### Clock distribution

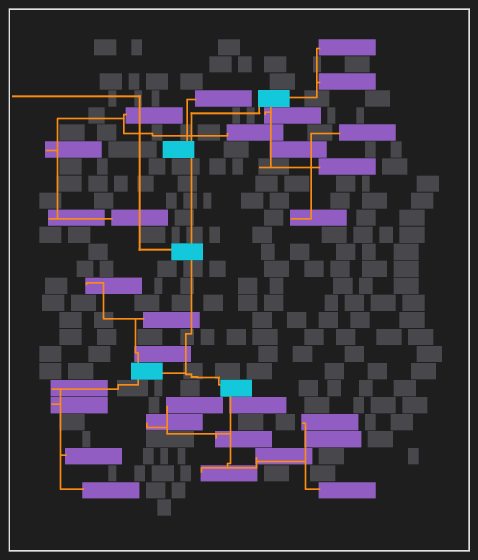
### Met1 routing

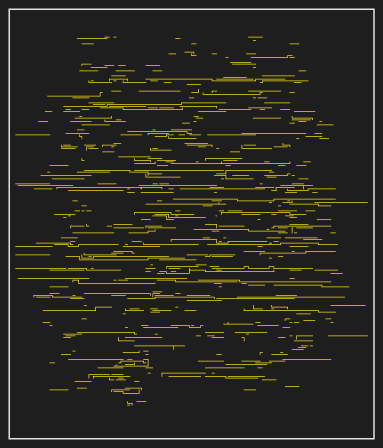
### Track usage over the die

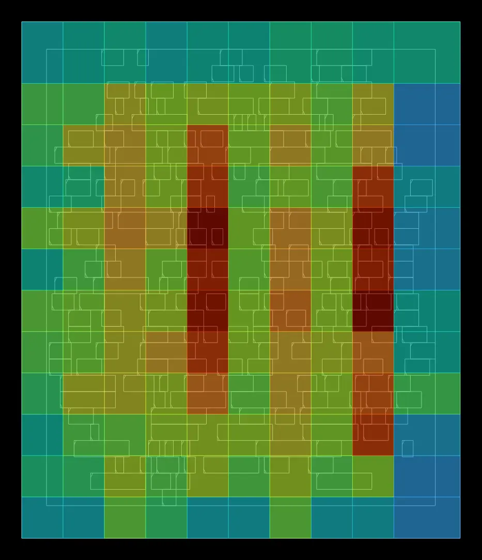
`src/rtl/gpr_hazard_scoreboard_pkg.sv`:
```
// Shared pipeline definitions for the GPR hazard scoreboard: write-data select codes,
// forwarding select codes and the in-flight write slot record.
package gpr_hazard_scoreboard_pkg;

    localparam logic [1:0] WSEL_MEM = 2'b00;
    localparam logic [1:0] WSEL_ALU = 2'b01;
    localparam logic [1:0] WSEL_PC  = 2'b10;

    localparam logic [1:0] FWD_RF  = 2'b00;
    localparam logic [1:0] FWD_EXE = 2'b01;
    localparam logic [1:0] FWD_MEM = 2'b10;
    localparam logic [1:0] FWD_WB  = 2'b11;

    typedef struct packed {
        logic       v;
        logic [4:0] rd;
        logic [1:0] sel;
    } slot_t;

    // r0 is hard-wired zero, so it can never match a pending write.
    function automatic logic slot_hit(input slot_t s, input logic [4:0] a);
        return s.v && (s.rd == a) && (a != 5'd0);
    endfunction

endpackage

```
`src/rtl/gpr_hazard_scoreboard_fwd_select_enc.sv`:
```
// Per-source forwarding encoder: picks the youngest in-flight slot that writes the source
// register and flags a load still in EXE, whose data cannot be forwarded yet.
module fwd_select_enc
    import gpr_hazard_scoreboard_pkg::*;
(
    input  logic [4:0] src_addr,
    input  slot_t      exe_slot,
    input  slot_t      mem_slot,
    input  slot_t      wb_slot,
    output logic [1:0] fwd_sel,
    output logic       load_use
);

    // Priority encode youngest-first; a load in EXE is a hit that must stall.
    always_comb begin
        fwd_sel  = FWD_RF;
        load_use = 1'b0;
        if (slot_hit(exe_slot, src_addr)) begin
            fwd_sel  = FWD_EXE;
            load_use = (exe_slot.sel == WSEL_MEM);
        end else if (slot_hit(mem_slot, src_addr)) begin
            fwd_sel  = FWD_MEM;
        end else if (slot_hit(wb_slot, src_addr)) begin
            fwd_sel  = FWD_WB;
        end else begin
            fwd_sel  = FWD_RF;
        end
    end

endmodule

```
`src/rtl/gpr_hazard_scoreboard.sv`:
```
// Tracks in-flight GPR writes (EXE/MEM/WB plus one multi-cycle MDU write), drives the
// ID-stage operand forwarding selects and stalls ID on load-use and MDU hazards.
module gpr_hazard_scoreboard
    import gpr_hazard_scoreboard_pkg::*;
#(
    parameter int MDU_LATENCY = 8
) (
    input  logic       clk,
    input  logic       rst_n,
    input  logic       id_valid,
    input  logic [4:0] id_rs_addr,
    input  logic       id_rs_used,
    input  logic [4:0] id_rt_addr,
    input  logic       id_rt_used,
    input  logic       id_we,
    input  logic [4:0] id_rd,
    input  logic [1:0] id_wdata_select,
    input  logic       id_is_mdu,
    input  logic       pipe_stall_in,
    input  logic       flush,
    output logic       stall_id,
    output logic [1:0] rs_fwd_sel,
    output logic [1:0] rt_fwd_sel,
    output logic       mdu_busy,
    output logic       mdu_done,
    output logic [4:0] mdu_rd
);

    localparam int CNT_W = $clog2(MDU_LATENCY + 1);

    slot_t            exe_q, mem_q, wb_q;
    slot_t            exe_d, mem_d, wb_d;
    logic [CNT_W-1:0] mdu_cnt_q, mdu_cnt_d;
    logic [4:0]       mdu_rd_q, mdu_rd_d;

    logic             rs_load_use_s, rt_load_use_s;
    logic             mdu_raw_s, mdu_waw_s, mdu_struct_s;
    logic             issue_s, mdu_accept_s;

    fwd_select_enc u_rs_enc (
        .src_addr (id_rs_addr),
        .exe_slot (exe_q),
        .mem_slot (mem_q),
        .wb_slot  (wb_q),
        .fwd_sel  (rs_fwd_sel),
        .load_use (rs_load_use_s)
    );

    fwd_select_enc u_rt_enc (
        .src_addr (id_rt_addr),
        .exe_slot (exe_q),
        .mem_slot (mem_q),
        .wb_slot  (wb_q),
        .fwd_sel  (rt_fwd_sel),
        .load_use (rt_load_use_s)
    );

    assign mdu_busy = (mdu_cnt_q != {CNT_W{1'b0}});
    assign mdu_done = (mdu_cnt_q == CNT_W'(1));
    assign mdu_rd   = mdu_rd_q;

    // Hazard detection and stall decision; flush kills the ID instruction so it never stalls.
    always_comb begin
        mdu_raw_s    = mdu_busy &&
                       ((id_rs_used && (id_rs_addr != 5'd0) && (id_rs_addr == mdu_rd_q)) ||
                        (id_rt_used && (id_rt_addr != 5'd0) && (id_rt_addr == mdu_rd_q)));
        mdu_waw_s    = mdu_busy && id_we && (id_rd == mdu_rd_q);
        mdu_struct_s = mdu_busy && id_is_mdu;
        stall_id     = id_valid && !flush &&
                       ((rs_load_use_s && id_rs_used) || (rt_load_use_s && id_rt_used) ||
                        mdu_raw_s || mdu_waw_s || mdu_struct_s);
        issue_s      = id_valid && !stall_id && !flush && id_we && !id_is_mdu && (id_rd != 5'd0);
        mdu_accept_s = id_valid && id_is_mdu && id_we && !stall_id && !flush && (id_rd != 5'd0);
    end

    // Next state of the slot chain (frozen by pipe_stall_in) and the free-running MDU countdown.
    always_comb begin
        exe_d     = exe_q;
        mem_d     = mem_q;
        wb_d      = wb_q;
        mdu_cnt_d = mdu_cnt_q;
        mdu_rd_d  = mdu_rd_q;
        if (!pipe_stall_in) begin
            wb_d      = mem_q;
            mem_d     = exe_q;
            exe_d.v   = issue_s;
            exe_d.rd  = id_rd;
            exe_d.sel = id_wdata_select[1] ? WSEL_PC : id_wdata_select;
        end else begin
            exe_d     = exe_q;
        end
        if (mdu_accept_s) begin
            mdu_cnt_d = CNT_W'(MDU_LATENCY);
            mdu_rd_d  = id_rd;
        end else if (mdu_busy) begin
            mdu_cnt_d = mdu_cnt_q - CNT_W'(1);
        end else begin
            mdu_cnt_d = {CNT_W{1'b0}};
        end
    end

    // State registers.
    always_ff @(posedge clk or negedge rst_n) begin
        if (!rst_n) begin
            exe_q     <= '0;
            mem_q     <= '0;
            wb_q      <= '0;
            mdu_cnt_q <= {CNT_W{1'b0}};
            mdu_rd_q  <= 5'd0;
        end else begin
            exe_q     <= exe_d;
            mem_q     <= mem_d;
            wb_q      <= wb_d;
            mdu_cnt_q <= mdu_cnt_d;
            mdu_rd_q  <= mdu_rd_d;
        end
    end

endmodule

```
`config.mk`:
```
export PLATFORM = sky130hd
export DESIGN_NAME = gpr_hazard_scoreboard
export DESIGN_NICKNAME = d
export VERILOG_FILES = /design/src/rtl/gpr_hazard_scoreboard_pkg.sv /design/src/rtl/gpr_hazard_scoreboard_fwd_select_enc.sv /design/src/rtl/gpr_hazard_scoreboard.sv
export SDC_FILE = /design/constraint.sdc
export NUM_CORES = 1
export LEC_CHECK = 0
export CAP_MARGIN = 20
export CELL_PAD_IN_SITES_DETAIL_PLACEMENT = 1
export CELL_PAD_IN_SITES_GLOBAL_PLACEMENT = 2
export CORE_ASPECT_RATIO = 1.2
export CORE_MARGIN = 4
export CORE_UTILIZATION = 36
export CTS_CLUSTER_DIAMETER = 80
export DETAILED_ROUTE_END_ITERATION = 16
export GPL_TIMING_DRIVEN = 0
export PLACE_DENSITY_LB_ADDON = 0.15
export SLEW_MARGIN = 20
export SYNTH_ARGS = -nofsm -noshare
export SYNTH_HDL_FRONTEND = slang
export SYNTH_HIERARCHICAL = 1
export SYNTH_SLANG_ARGS = --single-unit
```
`constraint.sdc`:
```
create_clock -name clk -period 3.6 [get_ports clk]
set_input_delay 0.72 -clock clk [delete_from_list [all_inputs] [get_ports clk]]
set_output_delay 0.72 -clock clk [all_outputs]
set_load 0.02 [all_outputs]
```
==> summary.rpt <==
PHYSICAL IMPLEMENTATION REPORT
----------------------------------------------------
[Status]
  Result of the run ........................ finished clean

[Drt]
  DRC violations left ........................ 0
  Remaining antenna violation count after routing ........................ 0
  Total met3 wirelength after detailed routing ........................ 201 um
  Routed length on met2 ........................ 2500 um
  Avg Vias per Cell ........................ 5.37
  Count of routing violations after the opening detailed-route iteration ........................ 30

[Floorplanning]
  Height of the chip ........................ 86.2 um
  Floorplan die area ........................ 6310 um2
  Core utilization at floorplan ........................ 0.371
  Number of placed I/O pins ........................ 38
  Core outline area ........................ 4940 um2
  TAP cells ........................ 60

[Clocking]
  CTS sink cnt ........................ 29
  Post-CTS repair timing setup buffer count ........................ 1
  Clk ins delay skew pair ........................ 0.28 ns
  Htree depth ........................ 2
  Clock edge transition at the registers on the reported setup and hold paths ........................ 0.06 ns
  Buffer levels on the longest clock path ........................ 2
  Clock root buffer master ........................ clkbuf_8
  Number of gates given a new drive strength after cts ........................ 35

[Final layout]
  Highest-count cells in the layout ignoring fill and taps ........................ 29 x dfrtp_1, 26 x xnor2_1, 24 x clkdlybuf4s50_1
  Final design instance area without fill ........................ 2400 um2
  Buffers excl. clock ........................ 40
  Antenna diode count ........................ 0
  Sequential share of cell area ........................ 0.303
  Combinational fraction of the cell area ........................ 0.460
  Inverter tally of the final layout excluding the clock network ........................ 3
  Most numerous logic cell after layout ........................ dfrtp_1
  Number of flip-flops under the largest register name ........................ 8
  Area growth, synth to finish ........................ 30.7%
  Comb gate area ........................ 1100 um2
  Final-layout clock buffer total ........................ 7
  Largest regs ........................ exe_q (8), mem_q (6), wb_q (6)
  Share of final layout cell area taken by non-clock buffers ........................ 0.159

[Placement]
  Number of port buffers ........................ 36
  Weighted congestion reported at the end of routability-driven placement ........................ 0.809
  Cells after DPL ........................ 262
  Post-placement setup slack ........................ -0.702 ns
  Cell area reported after detailed placement ........................ 2260 um2

[Power and ir drop]
  Power per Cell Area ........................ 532 nW/um2
  Combinational Power Share ........................ 0.370
  Switching fraction of total power ........................ 0.357
  Static leakage ........................ 0.923 nW
  Internal power ........................ 0.820 mW
  Max VDD drop ........................ 380 uV
  Psw ........................ 0.456 mW

[Setup path]
  Cell-by-cell listing of the critical path ........................ clkdlybuf4s15_2 > or4_4 > nor2_4 > or4_4 > nor3_2 > a22oi_1 > o41a_2 > o211ai_1 > and3b_1 > clkbuf_2
  Startpoint of the lowest-slack register-to-register path ........................ exe_q[4]$_DFFE_PN0N_
  Worst-path cell with the longest stage delay ........................ or4_4
  Critical path type ........................ in2out
  Worst R2R Setup Slack ........................ 1.30 ns
  Worst path required time ........................ 2.88 ns
  Cell occurring most often along the worst timing path ........................ or4_4
  Endpoint of the lowest-slack register-to-register path ........................ mdu_rd[2]$_DFFE_PN0N_
  Number of cells on the worst reg-to-reg path ........................ 9
  Largest fanout on the critical path ........................ 6

[Global route]
  Global-route wire length before repair ........................ 8250 um
  Initial antenna violation count ........................ 0
  Met2 track utilization from global routing ........................ 0.287
  Pin count of the biggest net entering global routing ........................ 30

[STA]
  Unrepaired setup endpoints after global routing ........................ false
  Actual transition at the worst max-transition pin ........................ 0.658 ns
  PnR worst setup slack ........................ 0.163 ns
  Final hold viol count ........................ 0
  Post-route clock period utilization ........................ 0.955
  Clock skew ........................ 0.00184 ns
  Worst max-slew margin expressed relative to the limit ........................ 0.562
  Total of endpoints with negative setup slack in the final report ........................ 0
  Final TNS setup ........................ 0 ns

[Yosys]
  Total standard cell area after synthesis ........................ 1830 um2

[Job]
  Tool Warnings ........................ 26
  Max-cap check violation count ........................ 0

----------------------------------------------------
About 'Clock distribution':
orange -> clock wires  # length 389 um
cyan -> cells driving clock nets  # count 5
purple -> flip-flops  # count 29
routed clock nets = 6

About 'Met1 routing':
longest straight run = 23.9 um
share of all routed wire = 41%
wire length on this layer = 1990 um
main direction = horizontal
nets with wire on the layer = 210

About 'Track usage over the die':
combined global-route utilization of all metal layers: 0.173
met1 Track Usage GR: 0.214
utilization of the core after routing: 0.485
average wire per standard cell: 18.0 um
met3 demand-to-capacity share in global routing: 0.0267

power by group through the flow:
stage	Combinational [mW]	Clock, mW	Sequential [mW]
4_1_cts	0.479	0.303	0.513
6_report	0.472	0.292	0.512
3_5_place_dp	0.475	0	0.517
2_1_floorplan	0.261	0	0.522
5_1_grt	0.520	0.322	0.524
3_3_place_gp	0.460	0	0.511
worst max-delay path by stage:
stage | start | to | slack [ns] | cells past startpoint
after floorplan | id_rs_addr[0] | stall_id | 0.63 | 8
after global placement | id_rs_addr[0] | stall_id | -0.62 | 10
after detailed placement | id_rs_addr[4] | stall_id | -0.70 | 10
after CTS | id_rs_addr[0] | stall_id | 0.01 | 10
after global routing | id_rs_addr[0] | stall_id | 0.06 | 10
final | id_rs_addr[0] | stall_id | 0.16 | 10
Power figures rest on the tool's default switching activity, not on a simulated workload.
